### The clock network, run 1

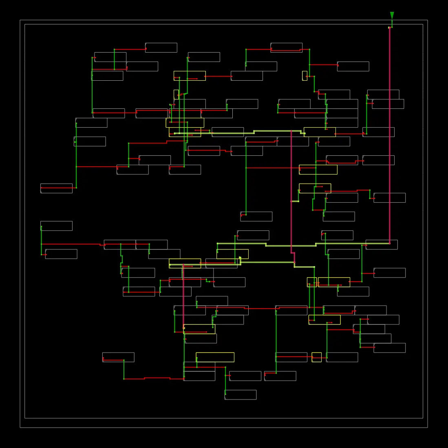
### PDN straps and rails, run 1

Pins as bars on the die edge.
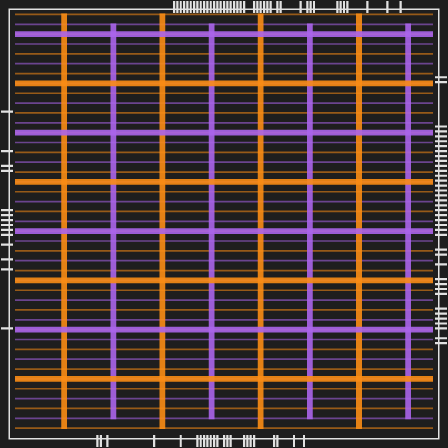
### Signal wires on met1, run 1

Supply wires on this layer in grey.
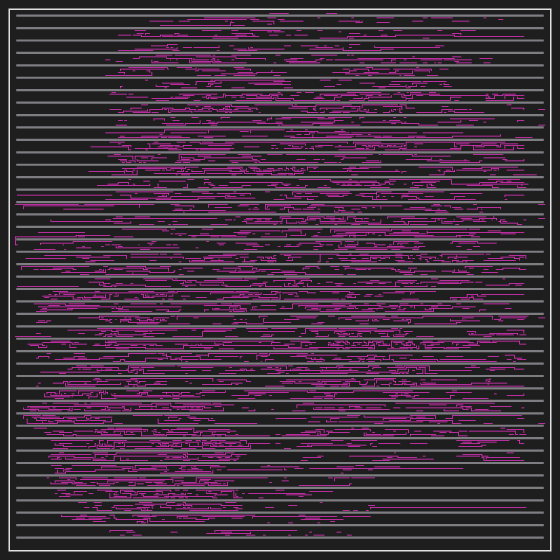
**config.mk**
```make
export PLATFORM = sky130hd
export DESIGN_NAME = score_keeper
export DESIGN_NICKNAME = d
export VERILOG_FILES = /design/src/rtl/score_keeper.sv
export SDC_FILE = /design/constraint.sdc
export NUM_CORES = 1
export LEC_CHECK = 0
export CORE_UTILIZATION = 49
export DETAILED_ROUTE_END_ITERATION = 8
export PLACE_DENSITY = 0.79
export SLEW_MARGIN = 20
export SYNTH_ARGS = -nofsm -noshare
export SYNTH_HDL_FRONTEND = slang
export SYNTH_SLANG_ARGS = --single-unit
```
**constraint.sdc**
```tcl
create_clock -name CLK -period 5.15 [get_ports CLK]
set_input_delay 1.03 -clock CLK [delete_from_list [all_inputs] [get_ports CLK]]
set_output_delay 1.03 -clock CLK [all_outputs]
set_load 0.01 [all_outputs]
```
**src/rtl/score_keeper.sv**
```systemverilog
// ---------------------------------------------------------------------------
// score_keeper
//
// Game scoring engine. Converts per-note hit events into:
//   - a saturating running score,
//   - a combo count,
//   - a multiplier,
//   - remaining lives.
// It also keeps the best completed-game score since reset.
//
// Ports
//   CLK          in   system clock, all state updates on the rising edge
//   RST          in   asynchronous, active-high reset
//   START        in   pulse; begins a new game from IDLE or OVER
//   HIT_VALID    in   strobe; HIT_GRADE is valid this cycle
//   HIT_GRADE    in   2'b00 MISS, 2'b01 GOOD, 2'b10 PERFECT, 2'b11 reserved
//   SHOW_HIGH    in   level; selects HIGH_SCORE onto BINARY_SCORE
//   BINARY_SCORE out  32-bit display bus (SHOW_HIGH ? HIGH_SCORE : SCORE)
//   SCORE        out  current game score
//   HIGH_SCORE   out  best completed-game score
//   COMBO        out  consecutive non-miss hits (saturates at 255)
//   MULT         out  current multiplier, 1..MAX_MULT
//   LIVES        out  remaining lives
//   GAME_OVER    out  high while in the OVER state
// ---------------------------------------------------------------------------
module score_keeper #(
    parameter int unsigned MAX_SCORE   = 99999999,
    parameter int unsigned PTS_PERFECT = 100,
    parameter int unsigned PTS_GOOD    = 50,
    parameter int unsigned COMBO_STEP  = 10,
    parameter int unsigned MAX_MULT    = 4,
    parameter int unsigned MAX_LIVES   = 3
) (
    input  logic        CLK,
    input  logic        RST,
    input  logic        START,
    input  logic        HIT_VALID,
    input  logic [1:0]  HIT_GRADE,
    input  logic        SHOW_HIGH,
    output logic [31:0] BINARY_SCORE,
    output logic [31:0] SCORE,
    output logic [31:0] HIGH_SCORE,
    output logic [7:0]  COMBO,
    output logic [2:0]  MULT,
    output logic [1:0]  LIVES,
    output logic        GAME_OVER
);

    typedef enum logic [1:0] {
        S_IDLE = 2'd0,
        S_PLAY = 2'd1,
        S_OVER = 2'd2
    } state_t;

    localparam logic [32:0] MAX_SCORE_W = 33'(MAX_SCORE);
    localparam logic [1:0]  GRADE_MISS  = 2'b00;
    localparam logic [1:0]  GRADE_GOOD  = 2'b01;
    localparam logic [1:0]  GRADE_PERF  = 2'b10;

    state_t      state_q;
    logic [31:0] score_q;
    logic [31:0] high_q;
    logic [7:0]  combo_q;
    logic [2:0]  mult_q;
    logic [1:0]  lives_q;
    logic        game_over_q;

    // Next values for a scoring (GOOD/PERFECT) hit.
    logic [31:0] base_pts;
    logic [32:0] sum_w;
    logic [31:0] score_d;
    logic [7:0]  combo_d;
    logic [8:0]  mult_raw;
    logic [2:0]  mult_d;

    always_comb begin
        base_pts = (HIT_GRADE == GRADE_PERF) ? 32'(PTS_PERFECT) : 32'(PTS_GOOD);
        // One spare bit so the compare sees the true sum, never a wrapped one.
        sum_w    = {1'b0, score_q} + {1'b0, base_pts * {29'd0, mult_q}};
        score_d  = (sum_w > MAX_SCORE_W) ? MAX_SCORE_W[31:0] : sum_w[31:0];
        combo_d  = (combo_q == 8'hFF) ? 8'hFF : combo_q + 8'd1;
        // The multiplier tracks the post-increment combo.
        mult_raw = 9'd1 + {1'b0, combo_d / 8'(COMBO_STEP)};
        mult_d   = (mult_raw > 9'(MAX_MULT)) ? 3'(MAX_MULT) : mult_raw[2:0];
    end

    always_ff @(posedge CLK or posedge RST) begin
        if (RST) begin
            state_q     <= S_IDLE;
            score_q     <= 32'd0;
            high_q      <= 32'd0;
            combo_q     <= 8'd0;
            mult_q      <= 3'd1;
            lives_q     <= 2'd0;
            game_over_q <= 1'b0;
        end else begin
            case (state_q)
                S_IDLE, S_OVER: begin
                    // A hit arriving together with START is dropped.
                    if (START) begin
                        state_q     <= S_PLAY;
                        score_q     <= 32'd0;
                        combo_q     <= 8'd0;
                        mult_q      <= 3'd1;
                        lives_q     <= 2'(MAX_LIVES);
                        game_over_q <= 1'b0;
                    end
                end
                S_PLAY: begin
                    if (HIT_VALID) begin
                        case (HIT_GRADE)
                            GRADE_PERF, GRADE_GOOD: begin
                                score_q <= score_d;
                                combo_q <= combo_d;
                                mult_q  <= mult_d;
                            end
                            GRADE_MISS: begin
                                combo_q <= 8'd0;
                                mult_q  <= 3'd1;
                                if (lives_q != 2'd0) begin
                                    lives_q <= lives_q - 2'd1;
                                end
                                // Losing the last life closes the game and
                                // banks the score as a candidate high score.
                                if (lives_q == 2'd1) begin
                                    state_q     <= S_OVER;
                                    game_over_q <= 1'b1;
                                    if (score_q > high_q) begin
                                        high_q <= score_q;
                                    end
                                end
                            end
                            default: ; // reserved grade: no effect
                        endcase
                    end
                end
                default: state_q <= S_IDLE;
            endcase
        end
    end

    assign SCORE        = score_q;
    assign HIGH_SCORE   = high_q;
    assign COMBO        = combo_q;
    assign MULT         = mult_q;
    assign LIVES        = lives_q;
    assign GAME_OVER    = game_over_q;
    assign BINARY_SCORE = SHOW_HIGH ? high_q : score_q;

endmodule

```
==> summary.rpt, run 1 <==
=== SYNTHESIS / PLACE & ROUTE SUMMARY ===
----------------------------------------------------
[Synth]
  Yosys warning count ........................ 0
  Distinct cells, synth ........................ 79
  Predominant post-synthesis flop cell ........................ sky130_fd_sc_hd__dfrtp_1
  Synthesized-area fraction occupied by xor and xnor cells ........................ 0.0236
  Post-synthesis simple-gate area fraction ........................ 0.176
  Proportion of synthesized area in mux cells ........................ 0.110
  Post-Syn Area per Cell ........................ 8.87 sq um
  Cells after synthesis ........................ 746
  Share of flip-flops with an asynchronous set or reset after synthesis ........................ 1.00
  Total standard cell area after synthesis ........................ 6620 sq um
  Largest area contributor in the synthesized netlist ........................ sky130_fd_sc_hd__dfrtp_1
  Post-synth seq share ........................ 0.303
  Register bit count reported by yosys ........................ 80
  Compound-gate portion of the synthesized area ........................ 0.196
  Fa+ha+maj area frac ........................ 0.126
  Count of instantiated cells in the yosys netlist ........................ 746
  Chip area estimate from yosys synthesis ........................ 6620 sq um
  Top-area cell type share of the netlist area ........................ 0.299
  Commonest cells in the netlist ........................ sky130_fd_sc_hd__dfrtp_1, sky130_fd_sc_hd__inv_1, sky130_fd_sc_hd__nand2_1
  Number of flops mapped to enable cells by yosys ........................ 0

[Cells and area]
  Area-dominant class ........................ logic gates
  Non-clock buffer count ........................ 213
  Final instance area ........................ 9150 sq um
  Area share of buffers outside the clock network ........................ 0.208
  Most frequent cells in the layout ........................ sky130_fd_sc_hd__clkdlybuf4s50_1, sky130_fd_sc_hd__buf_4, sky130_fd_sc_hd__dfrtp_1, sky130_fd_sc_hd__inv_1, sky130_fd_sc_hd__nand2_1
  Util after Layout ........................ 0.694
  Logic inverters ........................ 65
  Clock buffer and inverter area fraction after layout ........................ 0.0369
  Fraction of layout cells with a size suffix above 1 ........................ 0.253
  Syn-to-layout area delta ........................ 38.3%
  N_diodes ........................ 0
  Total number of multi-input combinational cells ........................ 563
  Leading cell type in the layout, fill and taps excluded ........................ sky130_fd_sc_hd__clkdlybuf4s50_1
  Reg area ........................ 2000 sq um
  Net count of the finished layout ........................ 1,000
  Share of the final layout cell area in multi-input gates ........................ 0.486
  Number of fillers in the final layout ........................ 981
  Seq cells ........................ 80

[Global routing]
  Maximum number of pins on one net before global-route repair ........................ 49
  GR Overflow Total ........................ 0
  Wire length of the first global-routing pass ........................ 31.5 mm
  Combined global-route utilization of all metal layers ........................ 0.283
  Number of global-route vias before repair ........................ 6,171
  Number of antenna violations at the first check in global routing ........................ 0

[STA]
  Setup TNS after final layout ........................ 0 ns
  Number of failing hold endpoints at the final stage ........................ 0
  Slew of the pin with the lowest slew margin ........................ 0.951 ns
  Maximum clock frequency ........................ 196 MHz
  # setup viols final ........................ 0
  Post-route worst hold slack ........................ 0.507 ns
  Min Tclk post-route ........................ 5.09 ns
  Final Slew Violations ........................ 0
  Max transition margin ........................ 0.364
  Setup skew after layout ........................ 0.00945 ns
  Final Worst Setup Slack ........................ 0.0565 ns

[Power]
  Logic pwr share ........................ 0.432
  Largest vdd supply drop ........................ 0.217 mV
  Sequential share of power ........................ 0.292
  Internal power ........................ 1730 uW
  Switching power share of the total ........................ 0.359
  Lkg Pwr ........................ 0.00421 uW
  Power per unit of standard cell area ........................ 295 nW/um^2
  Clock share of power ........................ 0.276
  Pwr Total ........................ 2700 uW

[Worst hold path]
  Launch instance of the worst min-delay path ........................ state_q[1]$_DFFE_PP0P_
  Worst Hold Path Cells ........................ 2
  Min-delay worst type ........................ reg -> reg

[Drt]
  Post-detailed-route via-to-cell ratio ........................ 5.89
  Number of remaining DRC errors ........................ 0
  Post-detailed-route wirelength per cell ........................ 18.0 microns
  Post-DRT Antenna Nets ........................ 0
  Starting DRT DRC Count ........................ 487
  First-pass detailed-route iteration total ........................ 6

[Setup path]
  CP Data Arrival Time ........................ 5.32 ns
  Number of cells on the worst reg-to-reg path ........................ 27
  Setup Crit Path Kind ........................ in -> reg
  Worst setup path startpoint ........................ HIT_GRADE[1]
  Flop-to-flop setup slack ........................ 0.23 ns
  Buffer-and-inverter tally for the worst setup path ........................ 7
  Depth of the critical timing path with buffers and inverters included ........................ 22
  Series of cell instances along the critical path ........................ clkbuf_2, ha_4, and2_4, fa_1, inv_2, fa_1, inv_2, ha_4, o21ai_4, nor2_2, a221oi_2, buf_4, nand3b_1, buf_4, nor3b_2, a211o_1, a211o_2, a31oi_4, buf_6, buf_6, a21oi_1, o21a_1
  Crit path to ........................ SCORE[20]$_DFFE_PP0P_
  End of the worst register-to-register path ........................ MULT[2]$_DFFE_PP0P_
  Kind of cell with the highest combined delay on the critical path ........................ adder cells
  Maximum fanout count along the critical path ........................ 8
  FF-to-FF Start ........................ COMBO[0]$_DFFE_PP0P_
  Worst Setup End Kind ........................ flop
  Worst path max stage delay ........................ 0.51 ns

[Die]
  Num tapcells ........................ 176
  Effective utilization at floorplan ........................ 0.502
  Core area ........................ 13,200 sq um
  I/O pin count ........................ 117
  Core Rows ........................ 42

[Placed design]
  Number of placed instances, taps included ........................ 1,071
  IO Port Bufs ........................ 116
  Post-placement cell area ........................ 8350 sq um
  Final weighted congestion in routability-driven placement ........................ 0.881
  Worst setup slack after placement ........................ -0.698 ns

[Clocking]
  Post-CTS setup buffer count ........................ 16
  Clock Tree Root ........................ sky130_fd_sc_hd__clkbuf_16
  Worst skew pair latency ........................ 0.34 ns
  # hold bufs at CTS ........................ 0
  H-tree levels ........................ 3
  Gates resized, CTS repair ........................ 34
  Maximum number of buffers from clock root to sink ........................ 2

[Run]
  Max-cap violations ........................ 0
  Number of warnings in the stage logs ........................ 29

[Run status]
  Run status ........................ completed

----------------------------------------------------
About 'The clock network':
clock tree buffer count of the final layout: 11
clock sink count: 80
power in the clock group: 745 uW
CTS Buf Count: 9

About 'PDN straps and rails':
[VDD] purple
[VSS] orange
signal pins: 117
rows: 42
Die Y-Extent: 118 microns
width of the die: 118 microns

About 'Signal wires on met1':
nets with wire on the layer: 895
wire length on this layer: 8,590 microns
met1 track utilization from global routing: 0.371
total detailed-routing wirelength: 20.1 mm
total number of vias: 6,561

==> run 1: sequential cells by signal, indices dropped and copies added, names as in the netlist <==
name        cells
COMBO           8
GAME_OVER       1
HIGH_SCORE     32
LIVES           2
MULT            3
SCORE          32
state_q         2
==> run 1: layer usage <==
metal	up-vias	share of wire	track usage	wire, microns
met5	-	0	0	0
met4	0	0.029	0.113	585
met3	61	0.062	0.0512	1240
met2	308	0.48	0.462	9640
met1	3120	0.43	0.371	8590
li1	3072	-	-	-
==> run 1: power by group through the flow <==
stage               Sequential, uW  Combinational (uW)  Clock [uW]
floorplan                      793                 574           0
global placement               789                 992           0
detailed placement             789                1020           0
CTS                            779                1080         749
global route                   793                1270         774
finish                         787                1170         745
## Run 2: what changed since run 1
==> constraint.sdc (replaced) <==
create_clock -name CLK -period 4.3 [get_ports CLK]
set_input_delay 0.86 -clock CLK [delete_from_list [all_inputs] [get_ports CLK]]
set_output_delay 0.86 -clock CLK [all_outputs]
set_load 0.01 [all_outputs]
### Sequential cells coloured by netlist name, run 2

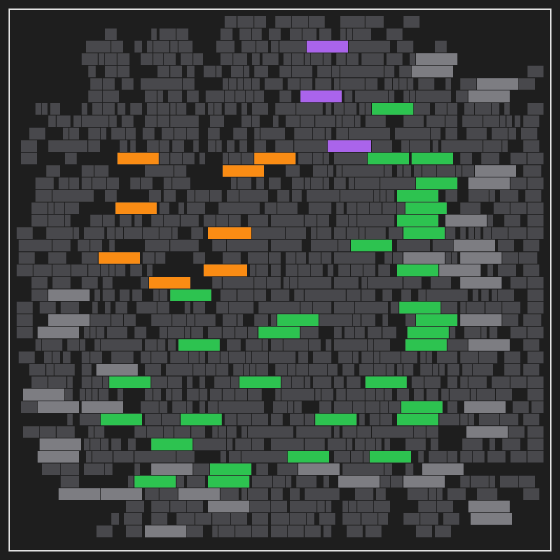
[COMBO] orange | placed flops: 8
[MULT] purple | placed flops: 3
[SCORE] green | placed flops: 32
not coloured: 37
Reg area: 2010 sq um
Util after Layout: 0.754
sequential-cell power consumption: 939 uW
flop share of the area: 0.202

==> run 2 against run 1 <==
Net effect: the flow now finishes with violations (negative setup slack); routed wire length grew 15%; clock power grew 0.9%; synthesized cell count is the same; first-iteration DRC count grew 11%; highest routed layer unchanged.
==> summary.rpt, run 2 <==
=== SYNTHESIS / PLACE & ROUTE SUMMARY ===
----------------------------------------------------
[Clocking]
  Clock Tree Root ........................ sky130_fd_sc_hd__clkbuf_16
  Post-CTS setup buffer count ........................ 21
  Clock sink count ........................ 80
  # hold bufs at CTS ........................ 0
  H-tree levels ........................ 3

[Setup path]
  CP Data Arrival Time ........................ 5.26 ns
  Worst Setup End Kind ........................ flop
  Crit path to ........................ SCORE[20]$_DFFE_PP0P_
  End of the worst register-to-register path ........................ MULT[2]$_DFFE_PP0P_
  FF-to-FF Start ........................ COMBO[0]$_DFFE_PP0P_
  Maximum fanout count along the critical path ........................ 7
  Buffer-and-inverter tally for the worst setup path ........................ 11
  Kind of cell with the highest combined delay on the critical path ........................ AND-OR/OR-AND gates
  Worst setup path startpoint ........................ HIT_GRADE[0]
  Worst path max stage delay ........................ 0.50 ns

[Die]
  Die Y-Extent ........................ 118 microns
  I/O pin count ........................ 117
  Core area ........................ 13,200 sq um

[Drt]
  Number of remaining DRC errors ........................ 0
  Length of routed met2 wiring ........................ 11.1 mm
  Post-DRT Antenna Nets ........................ 0
  Highest metal used ........................ met4
  Starting DRT DRC Count ........................ 539
  M1 wire length ........................ 9.19 mm
  Total number of vias ........................ 7,046
  Post-detailed-route wirelength per cell ........................ 19.8 microns

[Run status]
  Violated checks ........................ negative setup slack
  Run status ........................ complete, but fails checks

[Global routing]
  Number of global-route vias before repair ........................ 6,995
  Combined global-route utilization of all metal layers ........................ 0.325
  Wire length of the first global-routing pass ........................ 35.7 mm
  Maximum number of pins on one net before global-route repair ........................ 46
  Number of antenna violations at the first check in global routing ........................ 0

[Power]
  Power per unit of standard cell area ........................ 334 nW/um^2
  Internal power ........................ 2000 uW
  Leading power group ........................ combinational cells
  Pwr Total ........................ 3320 uW
  Largest vdd supply drop ........................ 0.270 mV
  Sequential share of power ........................ 0.283
  Comb power ........................ 1630 uW
  Lkg Pwr ........................ 0.00450 uW
  Clock share of power ........................ 0.226

[Synth]
  Top-area cell type share of the netlist area ........................ 0.299
  Share of flip-flops with an asynchronous set or reset after synthesis ........................ 1.00
  Yosys warning count ........................ 0
  Post-synth seq share ........................ 0.303
  Predominant post-synthesis flop cell ........................ sky130_fd_sc_hd__dfrtp_1
  Cells after synthesis ........................ 746
  Post-Syn Area per Cell ........................ 8.87 sq um
  Chip area estimate from yosys synthesis ........................ 6620 sq um
  Distinct cells, synth ........................ 79
  Total standard cell area after synthesis ........................ 6620 sq um
  Count of instantiated cells in the yosys netlist ........................ 746

[STA]
  Setup TNS after final layout ........................ -16.71 ns
  Max transition margin ........................ 0.396
  Min Tclk post-route ........................ 4.97 ns
  Final Worst Setup Slack ........................ -0.673 ns
  # setup viols final ........................ 30

[Cells and area]
  Most frequent cells in the layout ........................ sky130_fd_sc_hd__buf_4, sky130_fd_sc_hd__clkdlybuf4s50_1, sky130_fd_sc_hd__dfrtp_1, sky130_fd_sc_hd__inv_1, sky130_fd_sc_hd__nand2_1
  Syn-to-layout area delta ........................ 50.4%
  Fraction of layout cells with a size suffix above 1 ........................ 0.327

[Placed design]
  Post-placement cell area ........................ 8890 sq um
  Number of placed instances, taps included ........................ 1,113

[Worst hold path]
  Worst Hold Path Cells ........................ 2

----------------------------------------------------
### Logic cells by family, run 2

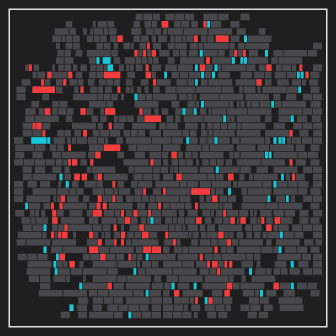
[inv cells] cyan | cells: 65 | where: all over the die
[nand cells] red | cells: 120
share of the final layout cell area in multi-input gates: 0.480
final instance count without filler cells: 1,162

[run 2: metal layers]
| metal | GRT usage | up-vias |
|---|---|---|
| met1 | 0.401 | 3388 |
| met2 | 0.542 | 379 |
| met4 | 0.168 | 0 |
| met3 | 0.0608 | 112 |
| met5 | 0 | - |
| li1 | - | 3167 |
[run 2: final cells by class]
cell class,count,area [sq um]
Tap cell,176,220
Multi-Input combinational cell,563,4770
Sequential cell,80,2010
Timing Repair Buffer,262,2400
Fill cell,879,3240
Clock inverter,5,41.3
Inverter,65,265
Clock buffer,11,243
## Run 3: what changed since run 2
--- a/config.mk
+++ b/config.mk
@@ -5,9 +5,11 @@
 export SDC_FILE = /design/constraint.sdc
 export NUM_CORES = 1
 export LEC_CHECK = 0
-export CORE_UTILIZATION = 49
+export ABC_CLOCK_PERIOD_IN_PS = 4300
+export CORE_UTILIZATION = 50
+export CTS_BUF_LIST = sky130_fd_sc_hd__clkbuf_4
 export DETAILED_ROUTE_END_ITERATION = 8
-export PLACE_DENSITY = 0.79
+export PLACE_DENSITY = 0.8
 export SLEW_MARGIN = 20
 export SYNTH_ARGS = -nofsm -noshare
 export SYNTH_HDL_FRONTEND = slang
==> run 3 against run 2 <==
Net effect: the flow still finishes with violations (negative setup slack); first-iteration DRC count grew 26%; clock skew grew 0.014 ns; final cell count shrank 1.9%; synthesized cell count is the same; final area shrank 4.5%; sequential cell count is the same; worst setup slack gained 0.27 ns; synthesized area is the same; sequential share of layout area grew 0.96 points; clock power shrank 39%; maximum frequency grew 5.7%; utilization shrank 1.1 points.
==> summary.rpt, run 3 <==
=== SYNTHESIS / PLACE & ROUTE SUMMARY ===
----------------------------------------------------
[Placed design]
  Post-placement cell area ........................ 8780 sq um
  Worst setup slack after placement ........................ -1.32 ns
  IO Port Bufs ........................ 116

[Drt]
  Post-detailed-route via-to-cell ratio ........................ 5.91
  Post-DRT Antenna Nets ........................ 0
  M1 wire length ........................ 8.50 mm
  Total detailed-routing wirelength ........................ 20.3 mm
  Length of routed met2 wiring ........................ 9.87 mm
  Met3 layer wire length in the routed design ........................ 1.44 mm

[Synth]
  Distinct cells, synth ........................ 79
  Total standard cell area after synthesis ........................ 6620 sq um
  Chip area estimate from yosys synthesis ........................ 6620 sq um
  Register bit count reported by yosys ........................ 80
  Yosys warning count ........................ 0
  Largest area contributor in the synthesized netlist ........................ sky130_fd_sc_hd__dfrtp_1
  Post-synth seq share ........................ 0.303
  Top-area cell type share of the netlist area ........................ 0.299
  Post-Syn Area per Cell ........................ 8.87 sq um

[Cells and area]
  Net count of the finished layout ........................ 1,031
  Fraction of layout cells with a size suffix above 1 ........................ 0.310
  Final instance count without filler cells ........................ 1,140
  Syn-to-layout area delta ........................ 43.6%
  Final instance area ........................ 9500 sq um
  Leading cell type in the layout, fill and taps excluded ........................ sky130_fd_sc_hd__buf_4
  Util after Layout ........................ 0.744

[Power]
  Comb power ........................ 1510 uW
  Sequential-cell power consumption ........................ 934 uW
  Power in the clock group ........................ 457 uW
  Sequential share of power ........................ 0.323
  Pwr Total ........................ 2900 uW
  Internal power ........................ 1730 uW
  Clock share of power ........................ 0.158
  Logic pwr share ........................ 0.520
  Leading power group ........................ combinational cells
  Power per unit of standard cell area ........................ 305 nW/um^2

[Setup path]
  Flop-to-flop setup slack ........................ -0.40 ns
  Setup Crit Path Kind ........................ reg -> reg
  FF-to-FF Start ........................ COMBO[0]$_DFFE_PP0P_
  Crit path to ........................ MULT[2]$_DFFE_PP0P_
  End of the worst register-to-register path ........................ MULT[2]$_DFFE_PP0P_

[Clocking]
  H-tree levels ........................ 3
  # hold bufs at CTS ........................ 0
  Post-CTS setup buffer count ........................ 22
  Maximum number of buffers from clock root to sink ........................ 2

[STA]
  Min Tclk post-route ........................ 4.70 ns
  Max transition margin ........................ 0.343
  Slew of the pin with the lowest slew margin ........................ 0.982 ns
  # setup viols final ........................ 29
  Final Worst Setup Slack ........................ -0.404 ns

[Worst hold path]
  Launch instance of the worst min-delay path ........................ state_q[1]$_DFFE_PP0P_

[Die]
  Core Rows ........................ 41

[Global routing]
  Number of global-route vias before repair ........................ 6,553
  Number of antenna violations at the first check in global routing ........................ 1
  Global-route layer with the greatest usage ........................ met2
  Met1 track utilization from global routing ........................ 0.389
  Met2 usage in global routing ........................ 0.507
  Wire length of the first global-routing pass ........................ 32.1 mm

[Run]
  Number of warnings in the stage logs ........................ 32

[Run status]
  Violated checks ........................ negative setup slack
  Run status ........................ complete, but fails checks

----------------------------------------------------
## run 3: logic make-up (layout without fill, tap and decap cells)
kind of cell	count (synthesis)	after routing	share of synthesized area
compound gates	188	188	0.196
simple gates	227	227	0.176
flops	80	80	0.303
fa+ha+maj	62	62	0.126
mux	66	66	0.110
other cells	1	4	0.000567
xor+xnor	17	17	0.0236
buf+inv	105	324	0.0641
## run 3: layout make-up
type / instances / area, sq um / share of cell area
Tap cell: 172 / 215 / 0.0227
Sequential cell: 80 / 2010 / 0.211
Antenna cell: 1 / 2.50 / 0.000263
Clock buffer: 10 / 75.1 / 0.00790
Clock inverter: 5 / 58.8 / 0.00619
Multi-Input combinational cell: 563 / 4690 / 0.493
Timing Repair Buffer: 244 / 2190 / 0.231
Inverter: 65 / 263 / 0.0277
### The clock network, run 3

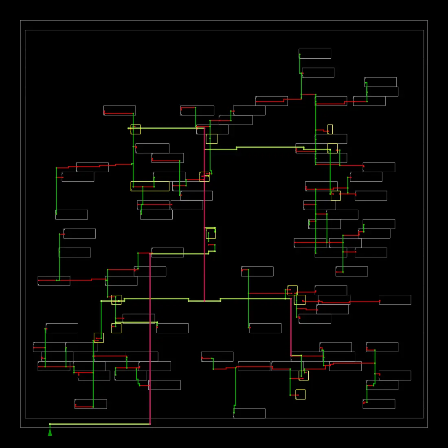
worst skew pair latency: 0.46 ns
clock tree buffer count of the final layout: 10

### PDN straps and rails, run 3

Pins as bars on the die edge.
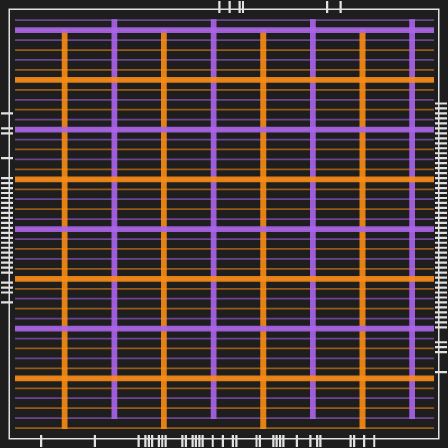
[VDD] purple
[VSS] orange
met5 straps: 8
met4 straps: 8
rows: 41
signal pins: 117
largest vdd supply drop: 0.209 mV
core area: 12,800 sq um

Power figures rest on the tool's default switching activity, not on a simulated workload.
